### src/rtl/count_monitor.sv
`default_nettype none
// ============================================================================
// Module   : count_monitor
// Purpose  : Observer for an up/down counter bus. It predicts the next sample
//            from the current count and direction, locks after LOCK_CNT
//            consecutive correct predictions, flags deviations while locked,
//            keeps a saturating error tally and reports matched wrap events.
// Ports    : clk        - system clock, all sampling on posedge
//            rst_n      - asynchronous active-low reset
//            en         - monitor enable, low forces IDLE
//            clr        - synchronous clear of err_count, restarts acquisition
//            count      - observed counter value [WIDTH-1:0]
//            up_count   - observed direction, 1 = up, 0 = down
//            locked     - high while tracking
//            err_pulse  - one-cycle strobe on a mismatch while locked
//            err_count  - saturating count of err_pulse events [ERR_WIDTH-1:0]
//            wrap_pulse - one-cycle strobe on a matched wrap transition
//            expected   - predicted value of the next sample [WIDTH-1:0]
// Revision : 1.0 - initial release
// ============================================================================
module count_monitor #(
  parameter int WIDTH     = 4,
  parameter int ERR_WIDTH = 8,
  parameter int LOCK_CNT  = 2
) (
  input  logic                 clk,
  input  logic                 rst_n,
  input  logic                 en,
  input  logic                 clr,
  input  logic [WIDTH-1:0]     count,
  input  logic                 up_count,
  output logic                 locked,
  output logic                 err_pulse,
  output logic [ERR_WIDTH-1:0] err_count,
  output logic                 wrap_pulse,
  output logic [WIDTH-1:0]     expected
);

  typedef enum logic [1:0] {
    IDLE    = 2'd0,
    ACQUIRE = 2'd1,
    TRACK   = 2'd2
  } state_t;

  localparam logic [3:0] LOCK_TGT = 4'(LOCK_CNT);

  state_t               state, state_nx;
  logic                 exp_valid, exp_valid_nx;
  logic                 wrap_flag, wrap_flag_nx;
  logic [3:0]           match_cnt, match_cnt_nx;
  logic [3:0]           match_inc;
  logic [WIDTH-1:0]     expected_nx;
  logic [WIDTH-1:0]     pred;
  logic                 wrap_cond;
  logic                 hit;
  logic                 locked_nx;
  logic                 err_pulse_nx;
  logic                 wrap_pulse_nx;
  logic [ERR_WIDTH-1:0] err_count_nx;

  // Prediction for the sample after this one, modulo 2^WIDTH.
  assign pred      = up_count ? count + WIDTH'(1) : count - WIDTH'(1);
  assign wrap_cond = up_count ? (&count) : ~(|count);
  assign hit       = exp_valid && (count == expected);
  assign match_inc = match_cnt + 4'd1;

  always_ff @(posedge clk or negedge rst_n) begin
    if (!rst_n) begin
      state      <= IDLE;
      exp_valid  <= 1'b0;
      wrap_flag  <= 1'b0;
      match_cnt  <= '0;
      expected   <= '0;
      locked     <= 1'b0;
      err_pulse  <= 1'b0;
      wrap_pulse <= 1'b0;
      err_count  <= '0;
    end else begin
      state      <= state_nx;
      exp_valid  <= exp_valid_nx;
      wrap_flag  <= wrap_flag_nx;
      match_cnt  <= match_cnt_nx;
      expected   <= expected_nx;
      locked     <= locked_nx;
      err_pulse  <= err_pulse_nx;
      wrap_pulse <= wrap_pulse_nx;
      err_count  <= err_count_nx;
    end
  end

  always_comb begin
    state_nx      = state;
    exp_valid_nx  = exp_valid;
    wrap_flag_nx  = wrap_flag;
    match_cnt_nx  = match_cnt;
    expected_nx   = expected;
    err_count_nx  = err_count;
    err_pulse_nx  = 1'b0;
    wrap_pulse_nx = 1'b0;

    if (!en) begin
      state_nx     = IDLE;
      exp_valid_nx = 1'b0;
      match_cnt_nx = '0;
    end else if (clr) begin
      state_nx     = ACQUIRE;
      exp_valid_nx = 1'b0;
      match_cnt_nx = '0;
      err_count_nx = '0;
    end else begin
      // Every enabled sample refreshes the prediction; after a mismatch this
      // resynchronises to the observed value so one glitch is one error.
      expected_nx  = pred;
      wrap_flag_nx = wrap_cond;
      exp_valid_nx = 1'b1;

      unique case (state)
        IDLE: begin
          state_nx     = ACQUIRE;
          match_cnt_nx = '0;
        end
        ACQUIRE: begin
          if (!exp_valid) begin
            match_cnt_nx = '0;
          end else if (hit) begin
            match_cnt_nx  = match_inc;
            wrap_pulse_nx = wrap_flag;
            if (match_inc >= LOCK_TGT) begin
              state_nx = TRACK;
            end
          end else begin
            match_cnt_nx = '0;
          end
        end
        TRACK: begin
          if (hit) begin
            wrap_pulse_nx = wrap_flag;
          end else begin
            err_pulse_nx = 1'b1;
            if (~&err_count) begin
              err_count_nx = err_count + ERR_WIDTH'(1);
            end
            state_nx     = ACQUIRE;
            match_cnt_nx = '0;
          end
        end
        default: begin
          state_nx     = IDLE;
          exp_valid_nx = 1'b0;
          match_cnt_nx = '0;
        end
      endcase
    end

    locked_nx = (state_nx == TRACK);
  end

endmodule
`default_nettype wire

### config.mk
export PLATFORM = sky130hd
export DESIGN_NAME = count_monitor
export DESIGN_NICKNAME = d
export VERILOG_FILES = /design/src/rtl/count_monitor.sv
export SDC_FILE = /design/constraint.sdc
export NUM_CORES = 1
export LEC_CHECK = 0
export ABC_AREA = 1
export CAP_MARGIN = 20
export CORE_MARGIN = 2
export CORE_UTILIZATION = 53
export CTS_CLUSTER_SIZE = 10
export DETAILED_ROUTE_END_ITERATION = 6
export GPL_ROUTABILITY_DRIVEN = 0
export GPL_TIMING_DRIVEN = 0
export PLACE_DENSITY = 0.84
export SYNTH_ARGS = -nofsm -noshare
export SYNTH_HDL_FRONTEND = slang
export SYNTH_SLANG_ARGS = --single-unit
### constraint.sdc
create_clock -name clk -period 1.8 [get_ports clk]
set_input_delay 0.36 -clock clk [delete_from_list [all_inputs] [get_ports clk]]
set_output_delay 0.36 -clock clk [all_outputs]
set_load 0.02 [all_outputs]
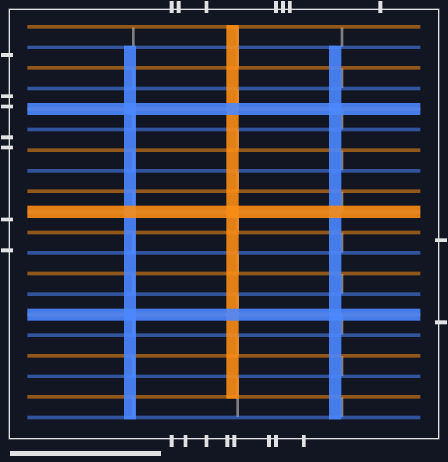
Fig. 1. PDN straps and rails.
Scale bar: 20 microns. Pins as bars on the die edge. Tap cells in grey.
blue -> VSS
orange -> VDD
met1 rails = 20
signal pins = 24

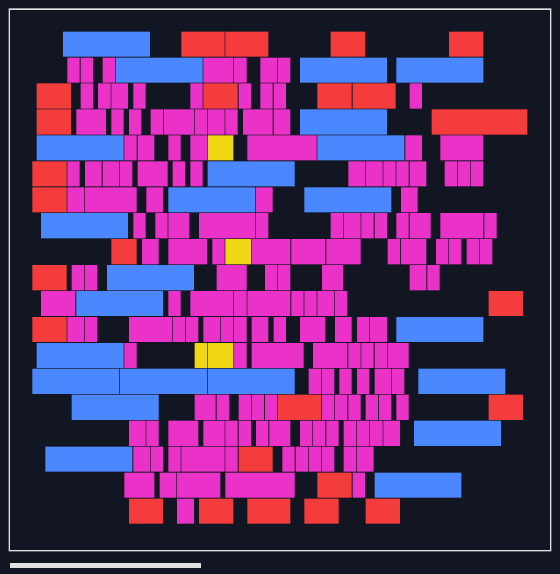
Fig. 2. Cell classes on the final placement.
Scale bar: 20 microns.
magenta -> all other logic  # cells 166, share of their area 50%
red -> other buffers and delay cells  # cells 25, share of their area 16%
blue -> flip-flops  # cells 23, share of their area 32%
yellow -> clock drivers and dummy loads  # cells 4, share of their area 1.5%

==> out/results.ini <==
[outcome]
outcome = complete, no violations

[place]
dp.cells = 243
place_area_sq_um = 1740

[clock_network]
hold_buffers = 0
clock_latency_ns = 0.30
htree_levels = 1
cts_resized = 0
cts_tree = done
numCtsBuffers = 3
cts_root_buf = clkbuf_4

[final_layout]
seq_share_pct = 31.7
ff_count = 23
clk_share_pct = 1.45
seq_area_sq_um = 576
postLayoutCellArea_sq_um = 1820
largest-register = err_count
nClkBuffers = 4
largest_cell_class = logic gates
antennaDiodeCount = 0
largest_reg_flops = 8
nonClockInverterCount = 32
drive_gt1_share_pct = 10.1
mostFrequentLayoutCells = nand2_1 (53), inv_1 (25), dfrtp_1 (23), clkdlybuf4s50_1 (18), nor2_1 (16)
final_cells = 249
area_growth_pct = 23.7
buffer_area_share_pct = 15.3

[timing]
hold_slack_ns = 0.311
tns_ns = 0
maxSlewViolCount = 0
setup_viol = 0
fmax_mhz = 573
fin_crit_sh_pct = 96.9
rsz0062_at_grt = false
fin_crit_ns = 1.75
tightest_slew_ns = 0.342

[drt]
wl_met1_mm = 1.40
wl_met2_mm = 1.29
routedWlPerCell_microns = 11.2
drt-total-wl_mm = 2.79
met3_length_microns = 86
drt-initial-drc-count = 37
first_pass_iters = 4
dr_total_vias = 1259

[worst_setup_path]
max_stage_delay_ns = 0.63
crit_cells = 1
worst_path_max_delay_cell = clkdlybuf4s50_1
crit_buf_inv = 1
cp_top_family = buffers and inverters
critPathLaunchType = register
r2r_slack_ns = 0.17
r2r_cells = 10
cp_cell_sequence = clkdlybuf4s50_1

[yosys]
synth-seq-cells = 23
syn-cell-area_sq_um = 1470
simple_gate_share_pct = 28.9
ys_cells = 189
synth_cell_types = 27
synthMostInstantiatedCell = nand2_1
syn-num-nets = 208
ys_warn_count = 0
synthTopCellsByCount = nand2_1 (53), inv_1 (25), dfrtp_1 (23), nor2_1 (16), nand3_1 (10)
xor_share_pct = 4.18
yosysChipArea_sq_um = 1470
synthAoiAreaFrac_pct = 9.46
adder_share_pct = 9.04
async_reset_ff_share_pct = 100
ys_top_logic_family = simple AND/OR/NAND/NOR gates

[pwr]
pg_clk_mw = 0.234
seq-power_mw = 0.588
power_mw = 1.12
vdd_ir_drop_max_mv = 0.568
comb_power_share_pct = 26.3
pwr_density_cell_nw_per_um2 = 615
p_clk_share_pct = 21.0
switchingPower_mw = 0.348

[job]
warnings = 30
maxCapViolations = 0

[global_routing]
gr-usage-met2_pct = 29.1
grt_busiest_layer = met2
antenna_found_initial = 0
overflow = 0

[floorplan]
core-area_sq_um = 2690
dieWidth_microns = 56.6
chipHeight_microns = 56.6

[hold_path]
hp-class = in2async

